File: config.mk
export PLATFORM = sky130hd
export DESIGN_NAME = vga_fb_arbiter
export DESIGN_NICKNAME = d
export VERILOG_FILES = /design/src/rtl/vga_fb_arbiter.sv
export SDC_FILE = /design/constraint.sdc
export NUM_CORES = 1
export LEC_CHECK = 0
export ABC_AREA = 1
export CORE_ASPECT_RATIO = 1.2
export CORE_MARGIN = 3
export CORE_UTILIZATION = 45
export CTS_CLUSTER_DIAMETER = 40
export CTS_CLUSTER_SIZE = 8
export DETAILED_ROUTE_END_ITERATION = 12
export PLACE_DENSITY = 0.84
export SYNTH_ARGS = -nofsm -noshare
export SYNTH_HDL_FRONTEND = slang
export SYNTH_SLANG_ARGS = --single-unit
File: constraint.sdc
create_clock -name clk -period 3.8 [get_ports clk]
set_clock_uncertainty 0.2 [all_clocks]
set_input_delay 0.38 -clock clk [delete_from_list [all_inputs] [get_ports clk]]
set_output_delay 0.38 -clock clk [all_outputs]
set_load 0.05 [all_outputs]
File: src/rtl/vga_fb_arbiter.sv
// Framebuffer RAM arbiter: fixed VGA scanout slot on active pixel
// clocks, host read/write port on every other cycle.
module vga_fb_arbiter #(
  parameter int FB_W   = 160,
  parameter int FB_H   = 120,
  parameter int SHIFT  = 2,
  parameter int ADDR_W = 15
) (
  input  logic              clk,
  input  logic              rst,
  input  logic              pix_ce,
  input  logic [9:0]        x,
  input  logic [9:0]        y,
  input  logic              hsync_in,
  input  logic              vsync_in,
  output logic              hsync,
  output logic              vsync,
  output logic [1:0]        r,
  output logic [1:0]        g,
  output logic [1:0]        b,
  input  logic              host_valid,
  output logic              host_ready,
  input  logic              host_we,
  input  logic [ADDR_W-1:0] host_addr,
  input  logic [5:0]        host_wdata,
  output logic              host_rvalid,
  output logic [5:0]        host_rdata,
  output logic [ADDR_W-1:0] mem_addr,
  output logic              mem_we,
  output logic [5:0]        mem_wdata,
  input  logic [5:0]        mem_rdata
);

  localparam logic [ADDR_W:0]   FB_SIZE  = (ADDR_W+1)'(FB_W * FB_H);
  localparam logic [ADDR_W-1:0] ROW_STEP = ADDR_W'(FB_W);

  logic              active;
  logic              scan_slot;
  logic              host_acc;
  logic              in_range;
  logic              line_end;
  logic              frame_end;
  logic [ADDR_W-1:0] col;

  logic [ADDR_W-1:0] row_base_q, row_base_d;
  logic              synced_q, synced_d;
  logic              fetch_q, fetch_d;
  logic [5:0]        pix_hold_q, pix_hold_d;
  logic              act_q, act_d;
  logic              hs_p_q, hs_p_d;
  logic              vs_p_q, vs_p_d;
  logic              hsync_q, hsync_d;
  logic              vsync_q, vsync_d;
  logic [5:0]        rgb_q, rgb_d;
  logic              rvalid_q, rvalid_d;
  logic              rd_ok_q, rd_ok_d;

  assign active    = (x < 10'd640) && (y < 10'd480);
  assign scan_slot = pix_ce && active && synced_q;
  assign line_end  = pix_ce && (x == 10'd799);
  assign frame_end = line_end && (y == 10'd523);
  assign col       = ADDR_W'(x >> SHIFT);
  assign in_range  = {1'b0, host_addr} < FB_SIZE;

  // RAM port mux: scanout wins its slot, host takes the rest
  always_comb begin
    host_ready = ~scan_slot & ~rst;
    host_acc   = host_valid & host_ready;
    mem_addr   = host_addr;
    mem_we     = host_acc & host_we & in_range;
    mem_wdata  = host_wdata;
    if (scan_slot) begin
      mem_addr = row_base_q + col;
    end
  end

  assign hsync       = hsync_q;
  assign vsync       = vsync_q;
  assign r           = rgb_q[5:4];
  assign g           = rgb_q[3:2];
  assign b           = rgb_q[1:0];
  assign host_rvalid = rvalid_q;
  assign host_rdata  = (rvalid_q && rd_ok_q) ? mem_rdata : 6'd0;

  // next-state for the pixel pipeline, row tracking and host read return
  always_comb begin
    row_base_d = row_base_q;
    synced_d   = synced_q;
    fetch_d    = scan_slot;
    pix_hold_d = pix_hold_q;
    act_d      = act_q;
    hs_p_d     = hs_p_q;
    vs_p_d     = vs_p_q;
    hsync_d    = hsync_q;
    vsync_d    = vsync_q;
    rgb_d      = rgb_q;
    rvalid_d   = host_acc & ~host_we;
    rd_ok_d    = in_range;
    if (fetch_q) begin
      pix_hold_d = mem_rdata;
    end
    if (pix_ce) begin
      rgb_d   = act_q ? pix_hold_q : 6'd0;
      act_d   = active & synced_q;
      hsync_d = hs_p_q;
      vsync_d = vs_p_q;
      hs_p_d  = hsync_in;
      vs_p_d  = vsync_in;
    end
    if (line_end) begin
      if (y == 10'd523) begin
        row_base_d = '0;
      end else if ((y < 10'd480) && (&y[SHIFT-1:0])) begin
        row_base_d = row_base_q + ROW_STEP;
      end
    end
    if (frame_end) begin
      synced_d = 1'b1;
    end
  end

  // state registers
  always_ff @(posedge clk) begin
    if (rst) begin
      row_base_q <= '0;
      synced_q   <= 1'b0;
      fetch_q    <= 1'b0;
      pix_hold_q <= '0;
      act_q      <= 1'b0;
      hs_p_q     <= 1'b0;
      vs_p_q     <= 1'b0;
      hsync_q    <= 1'b0;
      vsync_q    <= 1'b0;
      rgb_q      <= '0;
      rvalid_q   <= 1'b0;
      rd_ok_q    <= 1'b0;
    end else begin
      row_base_q <= row_base_d;
      synced_q   <= synced_d;
      fetch_q    <= fetch_d;
      pix_hold_q <= pix_hold_d;
      act_q      <= act_d;
      hs_p_q     <= hs_p_d;
      vs_p_q     <= vs_p_d;
      hsync_q    <= hsync_d;
      vsync_q    <= vsync_d;
      rgb_q      <= rgb_d;
      rvalid_q   <= rvalid_d;
      rd_ok_q    <= rd_ok_d;
    end
  end

endmodule

==> run summary <==
Notes on the physical design

The per-instance average area after synthesis is 6.032 µm². Between the synthesized netlist and the finished layout, the area growth was recorded as 47.14%. After the first detailed-routing iteration, the DRC count stood at 85. The leakage dissipation is 0.001419 µW. The via count of the first global-routing pass is 2,302. Cells fill 69.95% of the core in the end. The leading cell type in the layout, fill and taps excluded is sky130_fd_sc_hd__nand2_1.

The proportion of layout cells with a drive suffix above 1 is 9.179%. In the per-layer breakdown of the detailed-route log, met1 shows 2168 µm. For this run, global-route usage on met3 was measured as 5.874%. The final layout report lists a filler cell count of 363. The area taken by multi-input combinational cells is reported as 1156 µm².

The total length of routed met3 wires is 353 µm. The capturing instance or port of the critical path is mem_addr[9]. The final antenna-violating net count is 0.

The library cells used most frequently in the layout, excluding fill and tap cells, are 96 x sky130_fd_sc_hd__nand2_1, 62 x sky130_fd_sc_hd__clkdlybuf4s50_1, 48 x sky130_fd_sc_hd__inv_1, 46 x sky130_fd_sc_hd__nor2_1, 31 x sky130_fd_sc_hd__dfxtp_1. Per the final report, the share of cell area in clock cells is 3.431%. Net switching is 27.09% of the power. Non-clock buffers make up 29.35% of the layout cell area. The run finished with clean final reports. Setup repair after global routing left no endpoint under its margin. For hold timing, the worst endpoint is synced_q$_SDFFE_PP0P_.

STA classifies the critical path startpoint as an input pin. The switching power is 216.4 µW. The largest registers in the layout are row_base_q: 10 flops, pix_hold_q: 6 flops, rgb_q: 6 flops. The final HPWL from detailed placement is 4429 µm. STA shows the worst reg2reg path with a cell count of 6. The number of logic inverters in the finished layout is 50. The number of standard-cell rows in the floorplan is 26. The remaining design rule violation count is 0. The async set or reset register ratio after synthesis is 0%.

The count of final setup violators is 0. The type of the worst setup path is input pin to primary output. The combined area of all synthesized cells is 2057 µm².

Counting flops per register, the top entry is row_base_q. The report gives the cell count of the worst hold path as 2.
Figure 1. Metal layers overlaid.
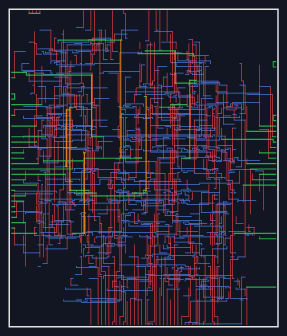
legend:
  M3:
    colour: green
    wire_length: 354 µm
  M4:
    colour: orange
    wire_length: 153 µm
  M2:
    colour: red
    wire_length: 2,870 µm
  M1:
    colour: blue
    wire_length: 2,170 µm
final routed wirelength across all metal layers: 5547 µm
GRT Util Overall: 22.73%

Figure 2. Gate-type map.
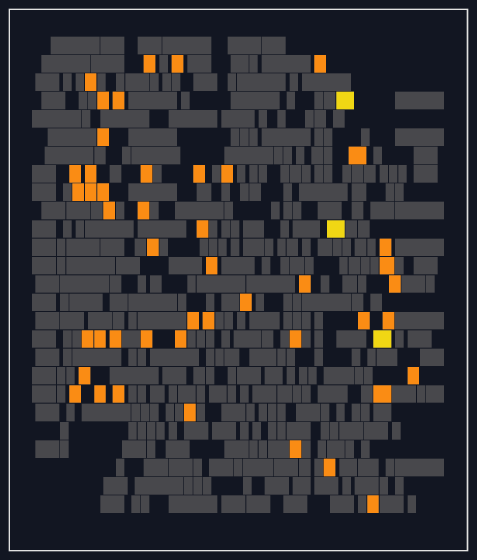
legend:
  aoi and oai cells:
    colour: orange
    cells: 46
  non-inverting ao/oa cells:
    colour: yellow
    cells: 3

Figure 3. Clock nets.
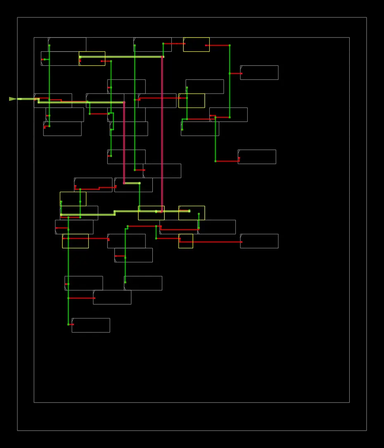
Skew-Pair Late Insertion Delay: 0.28 ns
tally of clock buffers in the finished layout: 7
number of buffers inserted during clock tree synthesis: 5

Figure 4. Wires at chosen ports, followed through buffers.
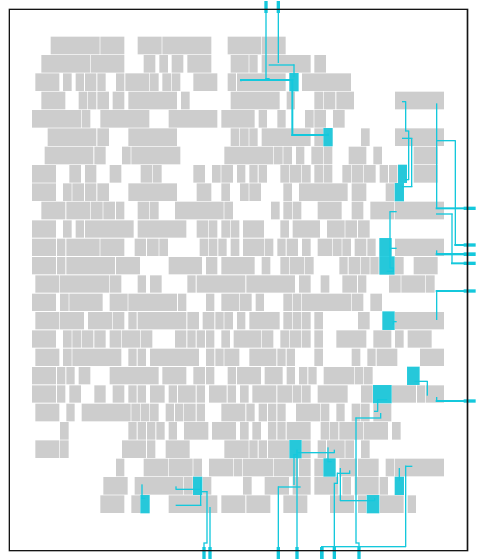
legend:
  mem_addr:
    colour: cyan
    bits: 15
    direction: output
    edge: 7 bottom, 6 right, 2 top
    end_cells: 15
    buffers: 15
    wire: 302 µm

Power and IR drop assume default switching activity.
